===== config.mk =====
export PLATFORM = sky130hd
export DESIGN_NAME = nebula_axil_master
export DESIGN_NICKNAME = d
export VERILOG_FILES = /design/src/rtl/nebula_pkg.sv /design/src/rtl/nebula_sat_counter.sv /design/src/rtl/nebula_axil_master.sv
export SDC_FILE = /design/constraint.sdc
export NUM_CORES = 1
export LEC_CHECK = 0
export ABC_AREA = 1
export CAP_MARGIN = 30
export CORE_MARGIN = 2
export CORE_UTILIZATION = 45
export CTS_CLUSTER_DIAMETER = 30
export DETAILED_ROUTE_END_ITERATION = 10
export DONT_BUFFER_PORTS = 1
export GPL_TIMING_DRIVEN = 0
export HOLD_SLACK_MARGIN = 0.1
export PLACE_DENSITY = 0.56
export SETUP_SLACK_MARGIN = 0.05
export SLEW_MARGIN = 10
export SYNTH_ARGS = -nofsm -noshare
export SYNTH_HDL_FRONTEND = slang
export SYNTH_SLANG_ARGS = --single-unit
export TNS_END_PERCENT = 50

===== constraint.sdc =====
create_clock -name clk -period 8.2 [get_ports clk]
set_input_delay 2.05 -clock clk [delete_from_list [all_inputs] [get_ports clk]]
set_output_delay 2.05 -clock clk [all_outputs]
set_load 0.01 [all_outputs]

===== src/rtl/nebula_pkg.sv =====
// Shared Nebula config-bus definitions: AXI-Lite response codes, bus width
// defaults and the initiator FSM state type.
package nebula_pkg;

  localparam int NEBULA_ADDR_W = 32;
  localparam int NEBULA_DATA_W = 32;

  localparam logic [1:0] RESP_OKAY   = 2'b00;
  localparam logic [1:0] RESP_SLVERR = 2'b10;

  typedef enum logic [2:0] {
    IDLE,
    WR_REQ,
    WR_RESP,
    RD_REQ,
    RD_RESP,
    DONE
  } state_e;

endpackage


===== src/rtl/nebula_sat_counter.sv =====
// Saturating up-counter: advances by one per inc_i pulse and sticks at all-ones.
module nebula_sat_counter #(
  parameter int W = 8
) (
  input  logic         clk,
  input  logic         rst,
  input  logic         inc_i,
  output logic [W-1:0] cnt_o
);

  logic [W-1:0] cnt_q;
  logic [W-1:0] cnt_d;

  always_comb begin
    cnt_d = cnt_q;
    if (inc_i && (cnt_q != '1)) begin
      cnt_d = cnt_q + W'(1);
    end
  end

  always_ff @(posedge clk or posedge rst) begin
    if (rst) begin
      cnt_q <= '0;
    end else begin
      cnt_q <= cnt_d;
    end
  end

  assign cnt_o = cnt_q;

endmodule


===== src/rtl/nebula_axil_master.sv =====
// Single-outstanding AXI-Lite initiator: one command in, one register access
// on the config bus, one response out, with a per-transaction timeout.
module nebula_axil_master
  import nebula_pkg::*;
#(
  parameter int ADDR_W  = NEBULA_ADDR_W,
  parameter int DATA_W  = NEBULA_DATA_W,
  parameter int TIMEOUT = 256,
  parameter int STRAY_W = 8
) (
  input  logic                  clk,
  input  logic                  rst,
  input  logic                  cmd_valid,
  output logic                  cmd_ready,
  input  logic                  cmd_we,
  input  logic [ADDR_W-1:0]     cmd_addr,
  input  logic [DATA_W-1:0]     cmd_wdata,
  input  logic [DATA_W/8-1:0]   cmd_wstrb,
  output logic                  rsp_valid,
  input  logic                  rsp_ready,
  output logic [DATA_W-1:0]     rsp_rdata,
  output logic [1:0]            rsp_resp,
  output logic                  rsp_timeout,
  output logic                  m_awvalid,
  input  logic                  m_awready,
  output logic [ADDR_W-1:0]     m_awaddr,
  output logic [DATA_W-1:0]     m_wdata,
  output logic [DATA_W/8-1:0]   m_wstrb,
  input  logic                  m_bvalid,
  input  logic [1:0]            m_bresp,
  output logic                  m_bready,
  output logic                  m_arvalid,
  input  logic                  m_arready,
  output logic [ADDR_W-1:0]     m_araddr,
  input  logic                  m_rvalid,
  input  logic [DATA_W-1:0]     m_rdata,
  input  logic [1:0]            m_rresp,
  output logic                  m_rready,
  output logic [STRAY_W-1:0]    stray_cnt
);

  localparam bit TMO_EN = (TIMEOUT != 0);
  localparam int TW     = TMO_EN ? $clog2(TIMEOUT + 1) : 1;
  localparam logic [TW-1:0] TMO_LAST = TW'(TMO_EN ? TIMEOUT - 1 : 0);

  state_e                state_q, state_d;
  logic [TW-1:0]         tcnt_q, tcnt_d;
  logic [DATA_W-1:0]     rdata_q, rdata_d;
  logic [1:0]            resp_q, resp_d;
  logic                  tmo_q, tmo_d;
  logic [ADDR_W-1:0]     addr_q;
  logic [DATA_W-1:0]     wdata_q;
  logic [DATA_W/8-1:0]   wstrb_q;
  logic                  cap;
  logic                  tmo_hit;
  logic                  b_accept, r_accept;
  logic                  stray_inc;

  assign tmo_hit = TMO_EN && (tcnt_q == TMO_LAST);

  always_comb begin
    state_d = state_q;
    tcnt_d  = tcnt_q;
    rdata_d = rdata_q;
    resp_d  = resp_q;
    tmo_d   = tmo_q;
    cap     = 1'b0;
    if (TMO_EN && (state_q != IDLE) && (state_q != DONE)) begin
      tcnt_d = tcnt_q + TW'(1);
    end
    unique case (state_q)
      IDLE: begin
        tcnt_d = '0;
        if (cmd_valid) begin
          cap     = 1'b1;
          state_d = cmd_we ? WR_REQ : RD_REQ;
        end
      end
      WR_REQ, WR_RESP: begin
        // A response on the expiry cycle still counts as a normal completion.
        if (m_bvalid && (m_awready || (state_q == WR_RESP))) begin
          state_d = DONE;
          resp_d  = m_bresp;
          rdata_d = '0;
          tmo_d   = 1'b0;
        end else if (tmo_hit) begin
          state_d = DONE;
          resp_d  = RESP_SLVERR;
          rdata_d = '0;
          tmo_d   = 1'b1;
        end else if ((state_q == WR_REQ) && m_awready) begin
          state_d = WR_RESP;
        end
      end
      RD_REQ, RD_RESP: begin
        if (m_rvalid && (m_arready || (state_q == RD_RESP))) begin
          state_d = DONE;
          resp_d  = m_rresp;
          rdata_d = m_rdata;
          tmo_d   = 1'b0;
        end else if (tmo_hit) begin
          state_d = DONE;
          resp_d  = RESP_SLVERR;
          rdata_d = '0;
          tmo_d   = 1'b1;
        end else if ((state_q == RD_REQ) && m_arready) begin
          state_d = RD_RESP;
        end
      end
      DONE: begin
        if (rsp_ready) begin
          state_d = IDLE;
        end
      end
      default: state_d = IDLE;
    endcase
  end

  always_ff @(posedge clk or posedge rst) begin
    if (rst) begin
      state_q <= IDLE;
      tcnt_q  <= '0;
      rdata_q <= '0;
      resp_q  <= RESP_OKAY;
      tmo_q   <= 1'b0;
    end else begin
      state_q <= state_d;
      tcnt_q  <= tcnt_d;
      rdata_q <= rdata_d;
      resp_q  <= resp_d;
      tmo_q   <= tmo_d;
    end
  end

  // Request payload is only meaningful while a valid is up, so it needs no reset.
  always_ff @(posedge clk) begin
    if (cap) begin
      addr_q  <= cmd_addr;
      wdata_q <= cmd_wdata;
      wstrb_q <= cmd_wstrb;
    end
  end

  assign cmd_ready   = (state_q == IDLE);
  assign rsp_valid   = (state_q == DONE);
  assign rsp_rdata   = rdata_q;
  assign rsp_resp    = resp_q;
  assign rsp_timeout = tmo_q;

  assign m_awvalid = (state_q == WR_REQ);
  assign m_awaddr  = addr_q;
  assign m_wdata   = wdata_q;
  assign m_wstrb   = wstrb_q;
  assign m_arvalid = (state_q == RD_REQ);
  assign m_araddr  = addr_q;
  assign m_bready  = (state_q != DONE);
  assign m_rready  = (state_q != DONE);

  // Any handshaken response the FSM is not waiting for is dropped and counted.
  assign b_accept  = ((state_q == WR_REQ) && m_awready) || (state_q == WR_RESP);
  assign r_accept  = ((state_q == RD_REQ) && m_arready) || (state_q == RD_RESP);
  assign stray_inc = (m_bvalid && m_bready && !b_accept) ||
                     (m_rvalid && m_rready && !r_accept);

  nebula_sat_counter #(
    .W (STRAY_W)
  ) u_stray_cnt (
    .clk   (clk),
    .rst   (rst),
    .inc_i (stray_inc),
    .cnt_o (stray_cnt)
  );

endmodule


==> run_1/layer_met1.png <==
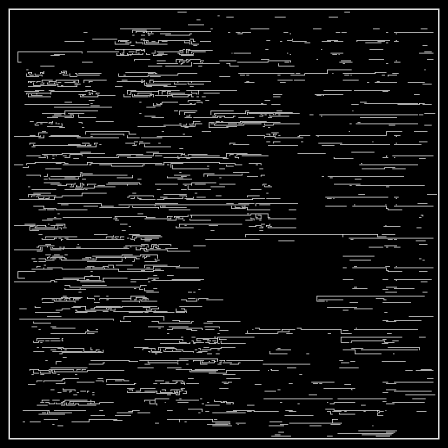
main direction = horizontal
wire length on this layer = 4740 um
longest straight run = 35.0 um
share of all routed wire = 37%
nets with wire on the layer = 620

==> run_1/layer_met2.png <==
Scale bar: 20 um. Cells faint in the background.
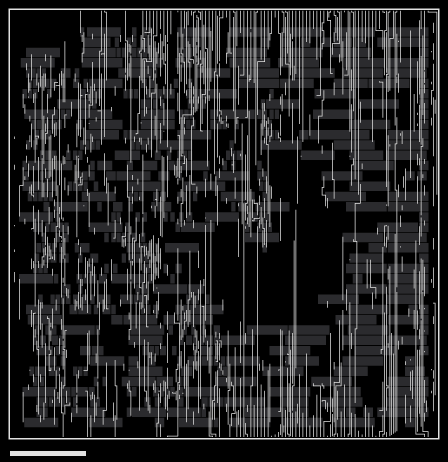
share of all routed wire = 52%
nets with wire on the layer = 547
longest straight run = 61.7 um

==> run_1/layer_met3.png <==
Scale bar: 20 um.
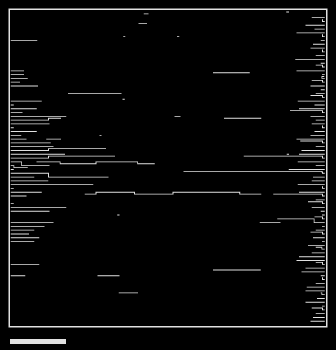
wire length on this layer = 1180 um
nets with wire on the layer = 131
share of all routed wire = 9.1%
main direction = horizontal
met3 global-route usage: 0.0932
Post-Route WL: 12.9 mm
DR vias: 3658

==> run_results.csv, run 1 <==
group,metric,value,unit
pwr,leakage,2.92,nW
clocking,h-tree-depth,4,
clocking,clkTransAtPathRegs,50,ps
synthesis,xor_share,0.0114,
pwr,switchingPower,0.000858,W
synthesis,yosysMostFrequentCell,"nand2_1",
synthesis,async_flop_share,0.447,
die,ios,262,
status,violations,"DRC",
pwr,power,0.00243,W
worst_setup_path,critPathArrivalTime,1510,ps
global_route,grt_max_degree,36,
final_timing,setup_ws,4640,ps
worst_setup_path,cp_max_fo,11,
synthesis,avgSynthCellArea,9.87,um^2
pwr,p_seq_frac,0.439,
clocking,cts_tree,"yes",
finish,drive_gt1_frac,0.174,
min_path,whs_endpoint,"tcnt_q[6]$_DFFE_PP0P_",
min_path,hold_depth,1,
detailed_routing,ant_nets,0,
clocking,hold_buffers,0,
synthesis,synth_flops,123,
synthesis,yosys.area_share.simple,0.239,
pwr,maxPowerGroup,"sequential cells",
placement,port_buffers,0,
placement,dp.cells,690,
worst_setup_path,reg2reg_depth,11,
global_route,grt_use_total,0.201,
synthesis,yosysWarnings,0,
global_route,antenna_found_initial,0,
pwr,powerComb,0.000588,W
placement,dp_hpwl,9.56,mm
pwr,power_frac_clock,0.319,
detailed_routing,viasPerCell,5.07,
worst_setup_path,required,6150,ps
detailed_routing,wl_met3,1.18,mm
final_timing,skew,7.07,ps
min_path,holdCritStartpoint,"tcnt_q[6]$_DFFE_PP0P_",
final_timing,fin_hold_ws,504,ps
status,status,"complete, but fails checks",
global_route,grt_pass1_vias,3571,
synthesis,syn_inst,544,
finish,area_growth,16.3,%
finish,nets,682,
worst_setup_path,cp_num_buf_inv,3,
synthesis,synthDominantCellAreaShare,0.380,
worst_setup_path,critical_path.slowest_cell,"dfrtp_1",
clocking,root_buffer,"clkbuf_16",
worst_setup_path,worst_path_dominant_cell_family,"buffers and inverters",
pwr,clk-power,0.000774,W
final_timing,finalSetupTns,0,ps
clocking,postCtsResizedCells,0,
detailed_routing,dr.max_layer_used,"met4",
global_route,grt_pass1_wl,19.4,mm
worst_setup_path,critPathMaxStageDelay,480,ps
detailed_routing,route.met2.wl,6.69,mm
worst_setup_path,crit_path_end,"m_rready",
worst_setup_path,end_kind,"output port",
worst_setup_path,reg2reg_slack,5980,ps
pwr,combPwrFrac,0.242,
finish,mostFrequentLayoutCell,"nand2_1",
placement,post-place-ws,5020,ps
detailed_routing,drc,20,
finish,final_area,6250,um^2
synthesis,syn_nets,660,
finish,diodes,0,
synthesis,yosysCellCount,544,
synthesis,synth_area_leader_cell,"edfxtp_1",
placement,routabilityCongestion,0.817,
synthesis,synthTopLogicFamily,"simple AND/OR/NAND/NOR gates",
synthesis,aoi_share,0.0161,
worst_setup_path,r2r-end,"rsp_rdata[8]$_DFFE_PP0P_",
synthesis,synth-edff-count,68,
die,dieArea,12800,um^2
==> run 1: area by class of cell <==
class	instances	area, um^2
buffer	54	377
clock buffer	20	467
clock inverter	12	163
fill	1002	5270
inverter	28	105
multi-input combinational	339	1480
sequential	123	3420
tap	143	179
timing repair buffer	3	60.1
==> run 1: per-layer routing <==
layer | track usage | up-vias
met5 | 0 | -
met4 | 0.0813 | 0
met3 | 0.0932 | 21
met2 | 0.344 | 154
met1 | 0.216 | 1706
li1 | - | 1777
==> run 1: sequential cells by signal (all words and copies together) (netlist names) <==
register / count
m_araddr: 32
m_wdata: 32
m_wstrb: 4
rsp_rdata: 32
rsp_resp: 2
rsp_timeout: 1
state_q: 3
tcnt_q: 9
u_stray_cnt.cnt_o: 8
==> run_1/layer_met4.png <==
Cells faint in the background.
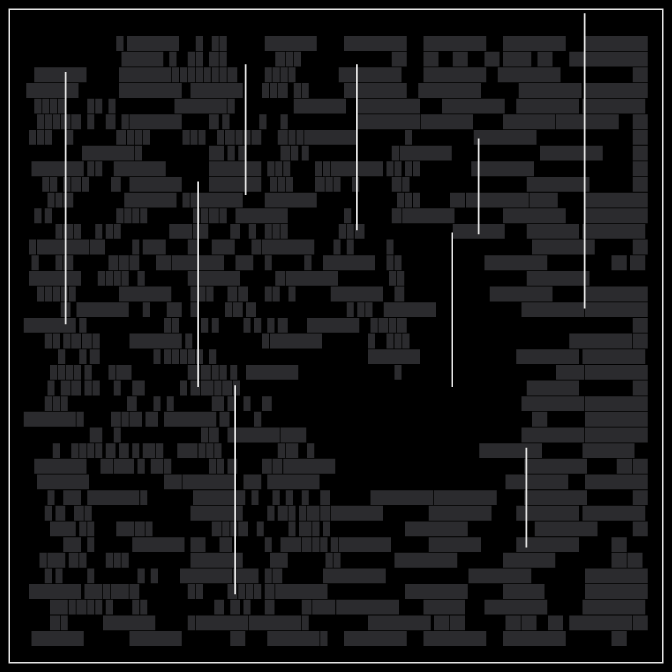

==> run 2: changes to the inputs <==
==> constraint.sdc (replaced) <==
create_clock -name clk -period 3.32 [get_ports clk]
set_input_delay 0.83 -clock clk [delete_from_list [all_inputs] [get_ports clk]]
set_output_delay 0.83 -clock clk [all_outputs]
set_load 0.01 [all_outputs]
==> run_2/layer_met4.png <==
Cells faint in the background.
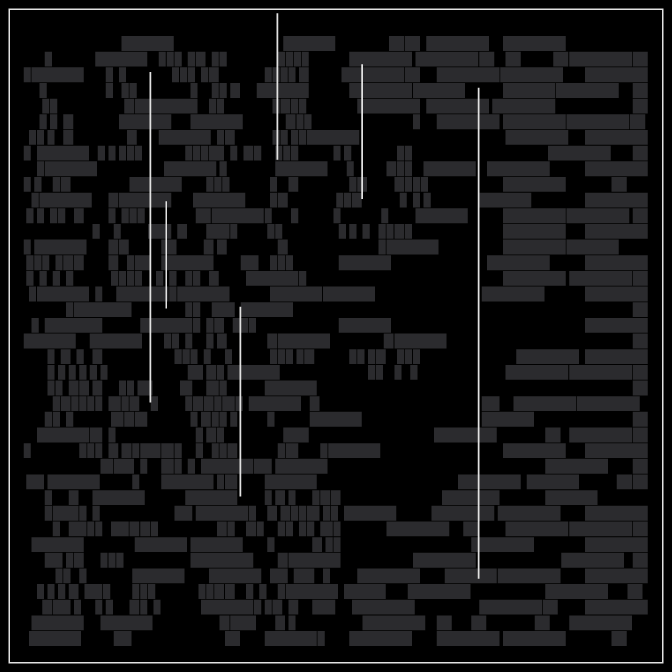
longest straight run = 85.0 um
main direction = vertical
share of all routed wire = 1.9%
wire length on this layer = 241 um
nets with wire on the layer = 4

==> run 2 against run 1 <==
Against the previous run:
- the flow still finishes with violations (DRC)
- clock skew rose by 1.9 ps
- synthesized area did not move
- synthesized cell count did not move
- clock power rose to 2.6 times the previous value
- global-route usage rose by 0.26 points
- final area rose by 0.94%
- core utilization rose by 0.51 points
- clock-buffer cell count fell by 3
- die area did not move
- worst hold slack got worse by 200 ps
- via count rose by 1.6%
- critical endpoint unchanged
==> run_results.csv, run 2 <==
group,metric,value,unit
status,status,"complete, but fails checks",
status,violations,"DRC",
placement,dp_hpwl,9.65,mm
worst_setup_path,critPathMaxStageDelay,470,ps
finish,n_clock_buffer,17,
synthesis,avgSynthCellArea,9.87,um^2
detailed_routing,drc,19,
worst_setup_path,crit_path_end,"m_rready",
synthesis,synth_area_leader_cell,"edfxtp_1",
worst_setup_path,cp_num_buf_inv,3,
synthesis,async_flop_share,0.447,
pwr,switchingPower,0.00212,W
final_timing,skew,8.95,ps
detailed_routing,route.met2.wl,6.69,mm
clocking,h-tree-depth,4,
worst_setup_path,required,2490,ps
synthesis,synth_flops,123,
finish,sh_comb_area,0.235,
clocking,insertion_delay,410,ps
detailed_routing,wl_met3,1.25,mm
synthesis,synthDominantCellAreaShare,0.380,
worst_setup_path,end_kind,"output port",
final_timing,rsz0062_at_grt,"false",
synthesis,yosysWarnings,0,
pwr,leakage,2.95,nW
final_timing,finalSetupTns,0,ps
placement,port_buffers,0,
worst_setup_path,cp-startpoint,"state_q[1]$_DFFE_PP0P_",
clocking,post_cts_buffers,0,
finish,final_area,6310,um^2
placement,post-place-ws,1010,ps
finish,nets,683,
pwr,combPwrFrac,0.240,
die,num_tap_cells,143,
worst_setup_path,reg2reg_slack,1040,ps
detailed_routing,dr.max_layer_used,"met4",
finish,seq_area,3420,um^2
clocking,clkTransAtPathRegs,60,ps
finish,non_clock_inverter_count,28,
finish,mostFrequentLayoutCell,"nand2_1",
pwr,powerComb,0.00147,W
worst_setup_path,critical_path.slowest_cell,"dfrtp_1",
finish,fillCellCount,1003,
pwr,maxPowerGroup,"sequential cells",
die,dieArea,12800,um^2
worst_setup_path,reg2reg_depth,11,
clocking,root_buffer,"clkbuf_16",
detailed_routing,viasPerCell,5.15,
pwr,clk-power,0.00201,W
global_route,grt_max_degree,28,
worst_setup_path,worst_path_dominant_cell_family,"buffers and inverters",
die,ios,262,
global_route,antenna_found_initial,0,
synthesis,syn_nets,660,
synthesis,synth-edff-count,68,
placement,routabilityCongestion,0.805,
worst_setup_path,cp_max_fo,11,
global_route,grt_pass1_wl,19.7,mm
finish,clkCellAreaFrac,0.102,
final_timing,setup_ws,971,ps
clocking,postCtsResizedCells,0,
finish,seq_share,0.542,
pwr,p_seq_frac,0.431,
finish,logic_area,1480,um^2
finish,buf_share,0.0760,
worst_setup_path,critPathArrivalTime,1520,ps
finish,nNonClkBuffers,58,
finish,dominant_cells,"sequential cells",
clocking,cts_tree,"yes",
detailed_routing,routed_wl,13.0,mm
global_route,grt_use_total,0.204,
finish,drive_gt1_frac,0.173,
pwr,power_frac_clock,0.329,
synthesis,syn_inst,544,
worst_setup_path,r2r-end,"rsp_rdata[5]$_DFFE_PP0P_",
synthesis,yosysMostFrequentCell,"nand2_1",
detailed_routing,ant_nets,0,
synthesis,yosysCellCount,544,
detailed_routing,vias,3716,
final_timing,setup_viol_count_final,0,
## run 2: cell families (layout without fill, tap and decap cells)
group,Yosys count,after routing,share of synthesized area
buffers and inverters,82,117,0.0897
adders and majority gates,3,3,0.00699
AOI/OAI and AO/OA,16,16,0.0161
and+or+nand+nor,313,313,0.239
xor gates and xnor gates,7,7,0.0114
DFF,123,123,0.636
## run 2: layer usage
layer / vias up / track usage
met5: - / 0
met4: 0 / 0.0821
met3: 19 / 0.0894
met2: 178 / 0.347
met1: 1745 / 0.223
li1: 1774 / -
## run 2: through the flow
step | power, W | hold slack, ps | cells
2_1_floorplan | 0.00370 | 456 | 544
3_3_place_gp | 0.00405 | 485 | 687
3_5_place_dp | 0.00415 | 486 | 691
4_1_cts | 0.00617 | 301 | 722
5_1_grt | 0.00648 | 313 | 722
6_report | 0.00610 | 308 | 722
==> run_2/congestion.png <==
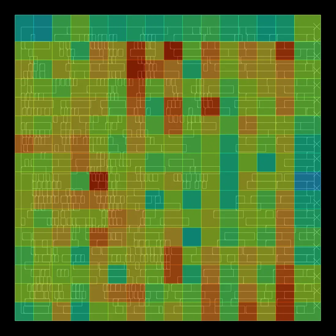

==> run 3: changes to the inputs <==
--- a/config.mk
+++ b/config.mk
@@ -14,7 +14,7 @@
 export DONT_BUFFER_PORTS = 1
 export GPL_TIMING_DRIVEN = 0
 export HOLD_SLACK_MARGIN = 0.1
-export PLACE_DENSITY = 0.56
+export PLACE_DENSITY = 0.58
 export SETUP_SLACK_MARGIN = 0.05
 export SLEW_MARGIN = 10
 export SYNTH_ARGS = -nofsm -noshare
==> constraint.sdc (replaced) <==
create_clock -name clk -period 1.92 [get_ports clk]
set_input_delay 0.48 -clock clk [delete_from_list [all_inputs] [get_ports clk]]
set_output_delay 0.48 -clock clk [all_outputs]
set_load 0.01 [all_outputs]
==> run_3/congestion.png <==
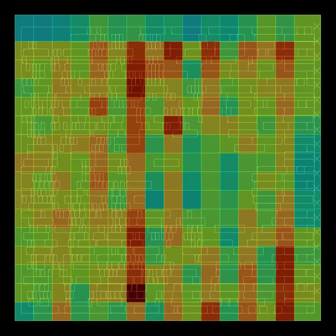
global routing usage on met1: 0.207
layer with the highest usage: met2
post-layout util: 0.552

==> run 3 against run 2 <==
Against the previous run:
- the run still ends with DRC left
- worst hold slack got worse by 140 ps
- via count is 2.6% higher
- critical path depth unchanged
- cell count increased by 1.4%
- combinational power is 84% higher
- core utilization grew 0.48 points
- sequential share of layout area down 0.45 points
- flip-flop count is the same
- setup slack worse by 880 ps
==> run_results.csv, run 3 <==
group,metric,value,unit
worst_setup_path,cp_num_buf_inv,3,
synthesis,yosys.area_share.simple,0.239,
worst_setup_path,critical_path.slowest_cell,"dfrtp_2",
synthesis,synthTopLogicFamily,"simple AND/OR/NAND/NOR gates",
final_timing,setup_viol_count_final,0,
synthesis,yosysCellCount,544,
synthesis,syn_inst,544,
worst_setup_path,end_kind,"output port",
synthesis,synth-edff-count,68,
pwr,power,0.0104,W
finish,seq_area,3420,um^2
final_timing,setup_ws,86.5,ps
detailed_routing,dr.max_layer_used,"met4",
finish,buf_share,0.0885,
detailed_routing,route.met2.wl,6.77,mm
worst_setup_path,required,1440,ps
finish,sh_comb_area,0.237,
global_route,grt_use_total,0.199,
status,status,"complete, but fails checks",
worst_setup_path,worst_path_dominant_cell_family,"flip-flops",
synthesis,synthDominantCellAreaShare,0.380,
pwr,power_frac_clock,0.301,
detailed_routing,drtIter0Drc,298,
global_route,grt_max_degree,34,
final_timing,rsz0062_at_grt,"true",
finish,nets,692,
global_route,antenna_found_initial,0,
detailed_routing,vias,3811,
detailed_routing,wl_met3,1.33,mm
finish,dominant_cells,"sequential cells",
synthesis,synth_area_leader_cell,"edfxtp_1",
detailed_routing,viasPerCell,5.21,
pwr,maxPowerGroup,"sequential cells",
worst_setup_path,reg2reg_slack,200,ps
clocking,h-tree-depth,4,
pwr,p_seq_frac,0.438,
final_timing,fin_hold_ws,163,ps
placement,post-place-ws,-301,ps
status,violations,"DRC",
detailed_routing,ant_nets,0,
placement,routabilityCongestion,0.810,
die,dieArea,12800,um^2
clocking,clkTransAtPathRegs,60,ps
finish,fillCellCount,1007,
final_timing,relSlewSlack,0.649,
finish,logic_area,1510,um^2
finish,seq_share,0.538,
clocking,insertion_delay,410,ps
clocking,root_buffer,"clkbuf_16",
worst_setup_path,critPathMaxStageDelay,440,ps
pwr,clk-power,0.00314,W
synthesis,avgSynthCellArea,9.87,um^2
finish,drive_gt1_frac,0.192,
final_timing,finalSetupTns,0,ps
finish,non_clock_inverter_count,28,
worst_setup_path,cp-startpoint,"state_q[1]$_DFFE_PP0P_",
synthesis,yosysWarnings,0,
synthesis,muxShareOfSynthArea,0,
synthesis,yosysMostFrequentCell,"nand2_1",
final_timing,skew,3.90,ps
synthesis,adder_share,0.00699,
detailed_routing,routed_wl,13.0,mm
placement,dp_hpwl,9.57,mm
worst_setup_path,critPathArrivalTime,1350,ps
worst_setup_path,crit_path_end,"m_rready",
synthesis,async_flop_share,0.447,
detailed_routing,drc,19,
die,num_tap_cells,143,
die,ios,262,
worst_setup_path,reg2reg_depth,6,
synthesis,syn_nets,660,
placement,port_buffers,0,
pwr,powerComb,0.00271,W
finish,stdcell_count,732,
worst_setup_path,cp_max_fo,6,
finish,n_clock_buffer,20,
worst_setup_path,r2r-end,"m_araddr[28]$_DFFE_PP_",
pwr,switchingPower,0.00369,W
synthesis,aoi_share,0.0161,
pwr,leakage,2.98,nW
placement,dp.cells,690,
finish,clkCellAreaFrac,0.0921,
finish,nNonClkBuffers,67,
pwr,combPwrFrac,0.260,
## run 3: cell counts after synthesis
No cell type changed its count.
## run 3: kinds of logic (layout without fill, tap and decap cells)
| family | after synthesis | in the layout |
|---|---|---|
| buf+inv | 82 | 127 |
| flops | 123 | 123 |
| xor+xnor | 7 | 7 |
| fa+ha+maj | 3 | 3 |
| simple gates | 313 | 313 |
| compound gates | 16 | 16 |
## run 3: what timing repair did
item	CTS	global route
cloned	0	1
pin swaps	0	4
buffers inserted	2	7
hold buffers	1	0
endpoints found under the setup margin	68	57
resized	11	5
endpoints found under the hold margin	22	0
Power figures rest on the tool's default switching activity, not on a simulated workload.
